`src/rtl/counter_timer_pkg.sv`:
```
// Shared types for the counter/timer controller: run modes and FSM states.
package counter_timer_pkg;

  typedef enum logic [1:0] {
    MODE_ONESHOT  = 2'd0,
    MODE_PERIODIC = 2'd1,
    MODE_PINGPONG = 2'd2
  } mode_t;

  typedef enum logic [1:0] {
    IDLE     = 2'd0,
    RUN_UP   = 2'd1,
    RUN_DOWN = 2'd2,
    DONE     = 2'd3
  } state_t;

endpackage

```
`src/rtl/counter_timer_prescaler.sv`:
```
// Step pacer: while enabled, emits one step pulse every p+1 cycles.
module counter_timer_prescaler #(
  parameter int PRESCALE_W = 8
) (
  input  logic                  Clock,
  input  logic                  Reset_n,
  input  logic                  enable,
  input  logic                  clear,
  input  logic [PRESCALE_W-1:0] p,
  output logic                  step
);

  logic [PRESCALE_W-1:0] cnt;

  // The pulse is decoded from the registered count; the controller registers
  // everything it derives from it, so no input-to-output path is created.
  assign step = enable && (cnt == p);

  always_ff @(posedge Clock or negedge Reset_n) begin
    if (!Reset_n) begin
      cnt <= '0;
    end else if (clear) begin
      cnt <= '0;
    end else if (enable) begin
      cnt <= step ? '0 : cnt + {{(PRESCALE_W-1){1'b0}}, 1'b1};
    end
  end

endmodule

```
`src/rtl/counter_timer_ctrl.sv`:
```
// Timer controller: sequences one-shot, periodic and ping-pong counting runs
// and reports terminal events as a Tick pulse and a sticky Done_intr.
module counter_timer_ctrl
  import counter_timer_pkg::*;
#(
  parameter int N          = 17,
  parameter int PRESCALE_W = 8
) (
  input  logic                  Clock,
  input  logic                  Reset_n,
  input  logic                  Start,
  input  logic                  Stop,
  input  logic [1:0]            Mode,
  input  logic [N-1:0]          Load_value,
  input  logic [PRESCALE_W-1:0] Prescale,
  input  logic                  Irq_ack,
  output logic [N-1:0]          Count_out,
  output logic                  Busy,
  output logic                  Tick,
  output logic                  Done_intr,
  output state_t                state_dbg
);

  state_t                state;
  logic [1:0]            mode_q;
  logic [N-1:0]          limit_q;
  logic [PRESCALE_W-1:0] pre_q;
  logic                  running;
  logic                  start_ok;
  logic                  step;

  assign running   = (state == RUN_UP) || (state == RUN_DOWN);
  assign start_ok  = Start && ((state == IDLE) || (state == DONE));
  assign state_dbg = state;

  counter_timer_prescaler #(.PRESCALE_W(PRESCALE_W)) u_prescaler (
    .Clock   (Clock),
    .Reset_n (Reset_n),
    .enable  (running),
    .clear   (start_ok),
    .p       (pre_q),
    .step    (step)
  );

  always_ff @(posedge Clock or negedge Reset_n) begin
    if (!Reset_n) begin
      state     <= IDLE;
      mode_q    <= MODE_ONESHOT;
      limit_q   <= '0;
      pre_q     <= '0;
      Count_out <= '0;
      Busy      <= 1'b0;
      Tick      <= 1'b0;
      Done_intr <= 1'b0;
    end else begin
      Tick <= 1'b0;
      // Ack is applied first so a same-cycle one-shot terminal below wins.
      if (Irq_ack) Done_intr <= 1'b0;

      case (state)
        IDLE, DONE: begin
          if (start_ok) begin
            mode_q    <= Mode;
            limit_q   <= Load_value;
            pre_q     <= Prescale;
            Count_out <= '0;
            Busy      <= 1'b1;
            state     <= RUN_UP;
          end
        end

        RUN_UP: begin
          if (Stop) begin
            Busy  <= 1'b0;
            state <= IDLE;
          end else if (step) begin
            if (Count_out != limit_q) begin
              Count_out <= Count_out + {{(N-1){1'b0}}, 1'b1};
            end else begin
              Tick <= 1'b1;
              case (mode_q)
                MODE_PERIODIC: Count_out <= '0;
                MODE_PINGPONG: state     <= RUN_DOWN;
                // Reserved mode 3 falls in here and runs as one-shot.
                default: begin
                  Busy      <= 1'b0;
                  Done_intr <= 1'b1;
                  state     <= DONE;
                end
              endcase
            end
          end
        end

        RUN_DOWN: begin
          if (Stop) begin
            Busy  <= 1'b0;
            state <= IDLE;
          end else if (step) begin
            if (Count_out != '0) begin
              Count_out <= Count_out - {{(N-1){1'b0}}, 1'b1};
            end else begin
              Tick  <= 1'b1;
              state <= RUN_UP;
            end
          end
        end

        default: state <= IDLE;
      endcase
    end
  end

endmodule
```
`config.mk`:
```
export PLATFORM = sky130hd
export DESIGN_NAME = counter_timer_ctrl
export DESIGN_NICKNAME = d
export VERILOG_FILES = /design/src/rtl/counter_timer_pkg.sv /design/src/rtl/counter_timer_prescaler.sv /design/src/rtl/counter_timer_ctrl.sv
export SDC_FILE = /design/constraint.sdc
export NUM_CORES = 1
export LEC_CHECK = 0
export CAP_MARGIN = 40
export CORE_MARGIN = 5
export CORE_UTILIZATION = 33
export CTS_CLUSTER_DIAMETER = 40
export DETAILED_ROUTE_END_ITERATION = 6
export PLACE_DENSITY = 0.54
export RECOVER_POWER = 50
export REMOVE_ABC_BUFFERS = 1
export SLEW_MARGIN = 10
export SYNTH_ARGS = -nofsm -noshare
export SYNTH_HDL_FRONTEND = slang
export SYNTH_SLANG_ARGS = --single-unit
```
`constraint.sdc`:
```
create_clock -name Clock -period 7.9 [get_ports Clock]
set_clock_uncertainty 0.1 [all_clocks]
set_input_delay 1.185 -clock Clock [delete_from_list [all_inputs] [get_ports Clock]]
set_output_delay 1.185 -clock Clock [all_outputs]
set_load 0.01 [all_outputs]
```
Figure 1. Signal wires on met2.
The bar under the picture is 20 um long.
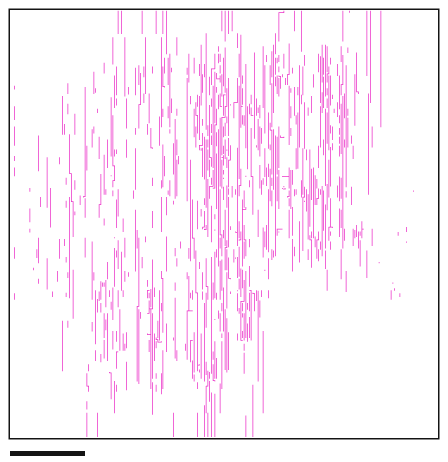
The layer holds 45% of the routed length. 346 nets have wire on it. The layer carries 4,160 um of wire. The wires run mostly vertical. The longest straight run is 40.5 um.

Figure 2. Cell placement.
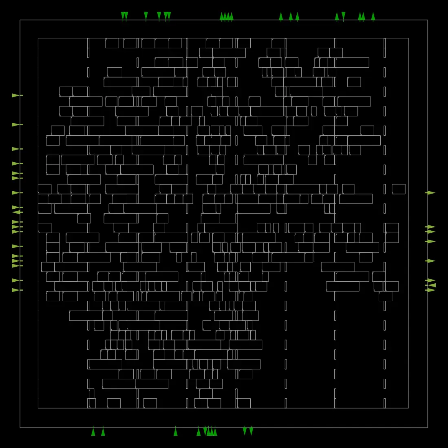
flip-flop and latch count: 57
num rows: 38
Layout fillers: 1,060

Figure 3. I/O nets highlighted.
The bar under the picture is 20 um long.
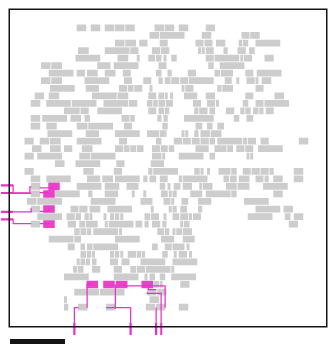
Prescale: in magenta, bits 8, direction input, end cells 8, buffers 8, wire 146 um.

==> placed cells by master, fill, tap and decap left out, types with 5 or more instances in the layout <==
| cell | instances |
|---|---|
| inv_1 | 12 |
| nand2b_1 | 7 |
| xnor2_1 | 20 |
| o32ai_1 | 8 |
| clkbuf_8 | 10 |
| nand2_1 | 24 |
| mux2_2 | 27 |
| o2111ai_1 | 7 |
| dfrtp_1 | 57 |
| nand3_1 | 10 |
| a22o_1 | 10 |
| nand4_1 | 8 |
| or4_1 | 5 |
| and3_1 | 13 |
| clkdlybuf4s50_1 | 51 |
| ha_1 | 7 |
| o21ai_0 | 17 |
| nor2_1 | 11 |
| a31oi_1 | 10 |
| xor2_1 | 16 |
==> run notes <==
flow finished, numbers: placed inst area=0.00417 mm^2, Inverters=12, Top pwr grp=combinational cells, Die X=114 um, synth cell count leaders=dfrtp_1, mux2_2, nand2_1, Max stage delay on crit path=2.19 ns, Total Wirelength=9170 um, logic area=0.00196 mm^2, max_slew headroom=-1.08, area fraction in mux cells=0.0910, clk_buf instances=11, via count=2,927, Hold Path Sink=pre_q[3], DR WL met2=4160 um, fin crit share=0.485, Final Cell Area=0.00437 mm^2, Req. time, crit path=7.54 ns, Final HPWL DP=6460 um, Final Wtd Congestion=0.823, tool warnings=28, Compound Share, Synth=0.178, register area=0.00143 mm^2, Max Freq=261 MHz, status=finished with violations, Die H=114 um, Final min period=3.83 ns, most frequent cell after synthesis=dfrtp_1, grt ovf=0, Finished Core Util=0.408, Pwr Total=0.00127 W, adder share=0.0246, WS Path Type=input pin to asynchronous set/reset pin, Top delay family on crit path=buffers and inverters, Pins Over Slew Limit=58, grt met3 use=0.0313, Iter 0 DRT Violations=125, RSZ-0062 raised after global routing=false, simple share=0.164, CTS Sinks=57, P_int=0.000790 W, yosys cell count=356, Peak VDD IR=132 uV, Sequential Power Share=0.359, cells after synthesis=356, post-synthesis async set-or-reset flop share=1.00, busiest grt layer=met2, antenna violations before repair=0, Largest regs=Count_out x17, limit_q x17, Hold Buf Count CTS=0, met2 Usage GRT=0.227, Top Layer Used=met4, YS warnings=0, critical path's slowest cell=clkbuf_1, setup_tns=0 ns, Sw Ratio=0.377, CP Max Fanout=57, register area share after synthesis=0.400, first-pass GRT wire length=15,300 um, clock slew at reported path FFs=0.06 ns, Hold WC Path Type=flop to flop, Power Dens Cells=290 mW/mm^2, PortBufs=53, # DRC=0, Synth Cell Area=0.00356 mm^2, failing checks=capacitance limit, slew limit, EDFF count, synth=0, Max Cap Violations=1, die area=0.0130 mm^2, kind of end point of the critical path=asynchronous set/reset pin, Tightest Pin Transition=3.12 ns, Combinational Power Share=0.421, Worst Setup EP=mode_q[0], tap cells=140, Seq/total area=0.327, 1st-pass router iterations=4, cell taking the most area after synthesis=dfrtp_1, CTS tree=done, Post-Syn Area per Cell=10.0 um^2, CP Buf/Inv Count=2, largest net degree at the start of global routing=58, ANT cells=0, drt via density=5.39, Gates resized, CTS repair=0, critical path launch point type=input pin, pre-CTS WS=4.65 ns, share of layout cells above drive strength 1=0.141, yosys synthesis chip area=0.00356 mm^2
Power is estimated from default activity; no workload was simulated.
